$ cat config.mk
export PLATFORM = sky130hd
export DESIGN_NAME = meteor_field_flat
export DESIGN_NICKNAME = d
export VERILOG_FILES = /design/src/rtl/meteor_field_if.sv /design/src/rtl/meteor_field.sv /design/src/flat_wrapper.sv
export SDC_FILE = /design/constraint.sdc
export NUM_CORES = 1
export LEC_CHECK = 0
export CAP_MARGIN = 30
export CORE_AREA = 2 2 146 183
export CTS_CLUSTER_DIAMETER = 60
export DETAILED_ROUTE_END_ITERATION = 6
export DIE_AREA = 0 0 148 185
export PLACE_DENSITY = 0.6
export SETUP_SLACK_MARGIN = 0.15
export SLEW_MARGIN = 20
export SYNTH_ARGS = -nofsm -noshare
export SYNTH_HDL_FRONTEND = slang
export SYNTH_SLANG_ARGS = --single-unit
$ cat constraint.sdc
create_clock -name frame_clk -period 5 [get_ports frame_clk]
set_clock_uncertainty 0.15 [all_clocks]
set_input_delay 1 -clock frame_clk [delete_from_list [all_inputs] [get_ports frame_clk]]
set_output_delay 1 -clock frame_clk [all_outputs]
set_load 0.05 [all_outputs]
$ cat src/rtl/meteor_field_if.sv
// -----------------------------------------------------------------------------
// meteor_field_if
//   Bundles the game-control inputs and the meteorite field outputs that pass
//   between the game controller / spaceship side and meteor_field.
//
//   start        level, begins or restarts a game
//   player_die   collision flag from the spaceship module
//   enemy_x[4]   left edge of each meteorite slot
//   enemy_y[4]   top edge of each meteorite slot
//   enemy_size[4] side length of each meteorite slot
//   enemy_alive[4] slot is drawn and collidable
//   score        meteorites dodged, saturating
//   speed        current fall speed in pixels per frame
//   running      high while a game is in progress
//
//   master: the controller side (drives start/player_die, observes the field)
//   slave : meteor_field itself
// -----------------------------------------------------------------------------
interface meteor_field_if;
    logic        start;
    logic        player_die;
    logic [9:0]  enemy_x     [4];
    logic [9:0]  enemy_y     [4];
    logic [9:0]  enemy_size  [4];
    logic        enemy_alive [4];
    logic [15:0] score;
    logic [2:0]  speed;
    logic        running;

    modport master (
        output start, player_die,
        input  enemy_x, enemy_y, enemy_size, enemy_alive, score, speed, running
    );

    modport slave (
        input  start, player_die,
        output enemy_x, enemy_y, enemy_size, enemy_alive, score, speed, running
    );
endinterface

$ cat src/rtl/meteor_field.sv
// -----------------------------------------------------------------------------
// meteor_field
//   Meteorite generator and mover. Owns four slots, spawns each at an
//   LFSR-chosen x position and size, moves live slots down by `speed` pixels
//   per frame, retires them at the bottom edge and counts them as score.
//   The field freezes when the spaceship reports a collision.
//
// Ports
//   frame_clk  frame-rate clock, the only clock
//   Reset_n    asynchronous active-low reset
//   bus        meteor_field_if.slave: start, player_die in; enemy_x/y/size/
//              alive, score, speed, running out (all registered)
//
// Build option
//   METEOR_SPEEDUP_EN  when defined, speed rises by one each time score
//                      crosses a multiple of 16, up to SPEED_MAX. Otherwise
//                      speed stays at its start value.
// -----------------------------------------------------------------------------
module meteor_field #(
    parameter int unsigned SCREEN_H    = 480,
    parameter int unsigned X_OFFSET    = 32,
    parameter int unsigned SPEED_INIT  = 2,
    parameter int unsigned SPEED_MAX   = 6,
    parameter int unsigned RESPAWN_MIN = 8,
    parameter logic [15:0] LFSR_SEED   = 16'hACE1
) (
    input  logic          frame_clk,
    input  logic          Reset_n,
    meteor_field_if.slave bus
);
    // Cooldown must hold RESPAWN_MIN + 15 (the largest random retire delay).
    localparam int CD_W = $clog2(RESPAWN_MIN + 16 + 1);
    localparam logic [10:0] BOTTOM = 11'(SCREEN_H);
    // The start speed never exceeds the ceiling, even with odd parameter sets.
    localparam logic [2:0] SPEED_START =
        3'((SPEED_INIT > SPEED_MAX) ? SPEED_MAX : SPEED_INIT);

    typedef enum logic [1:0] {
        IDLE   = 2'd0,
        RUN    = 2'd1,
        FROZEN = 2'd2
    } state_t;

    state_t          state;
    logic [15:0]     lfsr;
    logic            lfsr_fb;
    logic [CD_W-1:0] cooldown [4];

    logic [CD_W-1:0] cd_dec   [4];
    logic [3:0]      retire;
    logic [3:0]      spawn;
    logic            spawn_taken;
    logic [2:0]      retire_cnt;
    logic [16:0]     score_sum;
    logic [15:0]     score_next;
    logic [9:0]      spawn_size;

    // Taps for x^16 + x^14 + x^13 + x^11 + 1, shifting toward the MSB.
    assign lfsr_fb = lfsr[15] ^ lfsr[13] ^ lfsr[12] ^ lfsr[10];

    // One RUN frame worth of decisions, evaluated from the current registers.
    always_comb begin
        // NOTE: every signal written here gets a default first, so no path can infer a latch.
        retire      = '0;
        spawn       = '0;
        spawn_taken = 1'b0;
        retire_cnt  = '0;
        for (int i = 0; i < 4; i++) begin
            cd_dec[i] = (cooldown[i] != '0) ? cooldown[i] - CD_W'(1) : '0;
            // 11-bit sum so a position near 1023 cannot wrap past the bottom.
            retire[i] = bus.enemy_alive[i] &&
                        (({1'b0, bus.enemy_y[i]} + {8'd0, bus.speed}) >= BOTTOM);
            // A dead slot whose cooldown reaches zero this frame may spawn;
            // spawn_taken is updated in loop order, giving the lowest index priority.
            if (!bus.enemy_alive[i] && cd_dec[i] == '0 && !spawn_taken) begin
                spawn[i]    = 1'b1;
                spawn_taken = 1'b1;
            end
            retire_cnt = retire_cnt + {2'b00, retire[i]};
        end
        score_sum  = {1'b0, bus.score} + {14'd0, retire_cnt};
        score_next = score_sum[16] ? 16'hFFFF : score_sum[15:0];
        case (lfsr[10:9])
            2'd0:    spawn_size = 10'd8;
            2'd1:    spawn_size = 10'd12;
            2'd2:    spawn_size = 10'd16;
            default: spawn_size = 10'd24;
        endcase
    end

`ifdef METEOR_SPEEDUP_EN
    localparam logic [2:0] SPEED_CAP = 3'(SPEED_MAX);
    logic [2:0] speed_next;

    // At most four retires per frame, so score crosses at most one multiple of 16.
    always_comb begin
        speed_next = bus.speed;
        if ((score_next[15:4] != bus.score[15:4]) && (bus.speed < SPEED_CAP))
            speed_next = bus.speed + 3'd1;
    end
`endif

    always_ff @(posedge frame_clk or negedge Reset_n) begin
        if (!Reset_n) begin
            state       <= IDLE;
            lfsr        <= LFSR_SEED;
            bus.score   <= '0;
            bus.speed   <= SPEED_START;
            bus.running <= 1'b0;
            // NOTE: the slot arrays are ordinary flops, not a RAM, so they are reset like any other state.
            for (int i = 0; i < 4; i++) begin
                bus.enemy_x[i]     <= '0;
                bus.enemy_y[i]     <= '0;
                bus.enemy_size[i]  <= '0;
                bus.enemy_alive[i] <= 1'b0;
                cooldown[i]        <= '0;
            end
        end else begin
            // NOTE: non-blocking assignments, so every register samples pre-edge values.
            lfsr <= {lfsr[14:0], lfsr_fb};
            case (state)
                IDLE, FROZEN: begin
                    if (bus.start) begin
                        state       <= RUN;
                        bus.running <= 1'b1;
                        bus.score   <= '0;
                        bus.speed   <= SPEED_START;
                        for (int i = 0; i < 4; i++) begin
                            bus.enemy_alive[i] <= 1'b0;
                            cooldown[i]        <= CD_W'(RESPAWN_MIN + i);  // staggered spawns
                        end
                    end
                end
                RUN: begin
                    if (bus.player_die) begin
                        // Collision wins over any retire or spawn due this frame.
                        state       <= FROZEN;
                        bus.running <= 1'b0;
                    end else begin
                        bus.score <= score_next;
`ifdef METEOR_SPEEDUP_EN
                        bus.speed <= speed_next;
`endif
                        for (int i = 0; i < 4; i++) begin
                            if (retire[i]) begin
                                bus.enemy_alive[i] <= 1'b0;
                                cooldown[i] <= CD_W'(RESPAWN_MIN) + CD_W'(lfsr[15:12]);
                            end else if (bus.enemy_alive[i]) begin
                                bus.enemy_y[i] <= bus.enemy_y[i] + {7'd0, bus.speed};
                            end else if (spawn[i]) begin
                                bus.enemy_x[i]     <= 10'(X_OFFSET) + {1'b0, lfsr[8:0]};
                                bus.enemy_y[i]     <= '0;
                                bus.enemy_size[i]  <= spawn_size;
                                bus.enemy_alive[i] <= 1'b1;
                                cooldown[i]        <= '0;
                            end else begin
                                cooldown[i] <= cd_dec[i];
                            end
                        end
                    end
                end
                default: begin
                    state       <= IDLE;
                    bus.running <= 1'b0;
                end
            endcase
        end
    end
endmodule
$ cat src/flat_wrapper.sv
// flat-port wrapper written by rule: the top's interface ports become plain ports
module meteor_field_flat 
#(
    parameter int unsigned SCREEN_H    = 480,
    parameter int unsigned X_OFFSET    = 32,
    parameter int unsigned SPEED_INIT  = 2,
    parameter int unsigned SPEED_MAX   = 6,
    parameter int unsigned RESPAWN_MIN = 8,
    parameter logic [15:0] LFSR_SEED   = 16'hACE1
)
  (frame_clk, Reset_n, bus_start, bus_player_die, bus_enemy_x, bus_enemy_y, bus_enemy_size, bus_enemy_alive, bus_score, bus_speed, bus_running);
  meteor_field_if bus_i ();
  input  logic frame_clk;
  input  logic Reset_n;
  input wire logic [$bits(bus_i.start)-1:0] bus_start;
  input wire logic [$bits(bus_i.player_die)-1:0] bus_player_die;
  output wire logic [$bits(bus_i.enemy_x)-1:0] bus_enemy_x;
  output wire logic [$bits(bus_i.enemy_y)-1:0] bus_enemy_y;
  output wire logic [$bits(bus_i.enemy_size)-1:0] bus_enemy_size;
  output wire logic [$bits(bus_i.enemy_alive)-1:0] bus_enemy_alive;
  output wire logic [$bits(bus_i.score)-1:0] bus_score;
  output wire logic [$bits(bus_i.speed)-1:0] bus_speed;
  output wire logic [$bits(bus_i.running)-1:0] bus_running;
  assign bus_i.start = bus_start;
  assign bus_i.player_die = bus_player_die;
  assign bus_enemy_x = {>>{bus_i.enemy_x}};
  assign bus_enemy_y = {>>{bus_i.enemy_y}};
  assign bus_enemy_size = {>>{bus_i.enemy_size}};
  assign bus_enemy_alive = {>>{bus_i.enemy_alive}};
  assign bus_score = bus_i.score;
  assign bus_speed = bus_i.speed;
  assign bus_running = bus_i.running;
  meteor_field #(.SCREEN_H(SCREEN_H), .X_OFFSET(X_OFFSET), .SPEED_INIT(SPEED_INIT), .SPEED_MAX(SPEED_MAX), .RESPAWN_MIN(RESPAWN_MIN), .LFSR_SEED(LFSR_SEED)) u_core (.frame_clk(frame_clk), .Reset_n(Reset_n), .bus(bus_i));
endmodule
==> flow_metrics.env <==
# implementation run metrics
export IMPL_status="complete, no violations"
export IMPL_detail_route_vias_per_cell=4.85
export IMPL_hold_viol_final=0
export IMPL_flop_cell="dfrtp_1"
export IMPL_io_buffers=112
export IMPL_largest_register_ffs=40
export IMPL_top_area_cell="dfrtp_1"
export IMPL_postLayoutCellArea_mm2=0.00960
export IMPL_p_seq_mw=1.47
export IMPL_period_used_pct=91.2
export IMPL_maxCapViolCount=0
export IMPL_drt_total_wl_um=18700
export IMPL_drc=0
export IMPL_switching_share_pct=38.2
export IMPL_p_clk_share_pct=31.5
export IMPL_comb_area_mm2=0.00347
export IMPL_top_logic_kind="AND-OR/OR-AND gates"
export IMPL_lay_top_count="dfrtp_1"
export IMPL_grt_max_degree=97
export IMPL_regArea_mm2=0.00369
export IMPL_clkbuf_count=17
export IMPL_n_fill_cell=2603
export IMPL_setup_slack_ns=0.441
export IMPL_clock_cell_area_share_pct=5.98
export IMPL_area_growth_pct=26.9
export IMPL_top_register="u_core.bus.enemy_x"
export IMPL_cp_depth=19
export IMPL_grt_pass1_vias=5906
export IMPL_worstSkewPairLatency_ns=0.43
export IMPL_p_int_mw=2.46
export IMPL_ant_nets=0
export IMPL_ios=148
export IMPL_hold_buffers=0
export IMPL_worstPathCellList="ha_2 > and3b_1 > a31o_1 > a221o_1 > and3_1 > ha_1 > inv_1 > fa_1 > inv_1 > ha_1 > inv_1 > fa_1 > nor2b_2 > o21bai_2 > or3_1 > nor2_2 > buf_4 > a21oi_1 > o21ai_0"
export IMPL_hold_start="u_core.lfsr[6]$_DFF_PN1_"
export IMPL_worst_path_buf_inv=4
export IMPL_synth_warnings=0
export IMPL_dp_cells=1215
**Run 1: metal layers overlaid**

Drawn at 2 px/um.
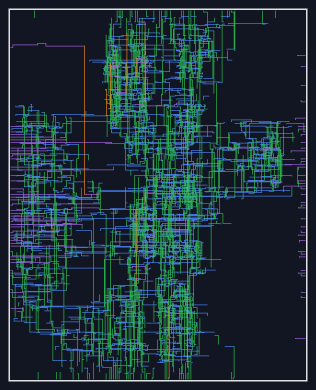
[M1] blue | wire length: 7970 um
[M2] green | wire length: 9170 um
[M3] purple | wire length: 1160 um
[M4] orange | wire length: 425 um

**Run 1: routed clock nets over the placement**

Drawn at 1.5 px/um.
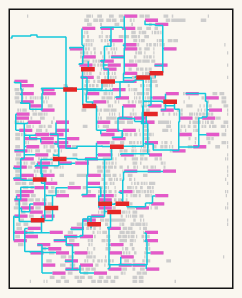
[clock-net drivers] red | count: 17
[flip-flops] magenta | count: 147
[clock wires] cyan | length: 2050 um
flops lie: spread over the die
routed clock nets: 18

**Run 1: supply network**

Drawn at 2 px/um. Pins as bars on the die edge.
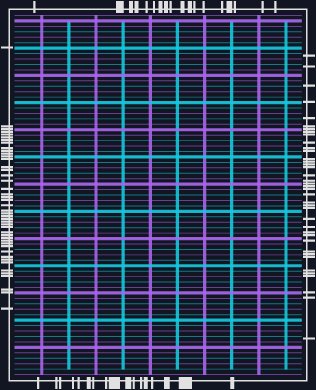
[VSS] purple
[VDD] cyan
met1 rails: 67
met4 straps: 10
rows: 66
met5 straps: 13
signal pins: 148

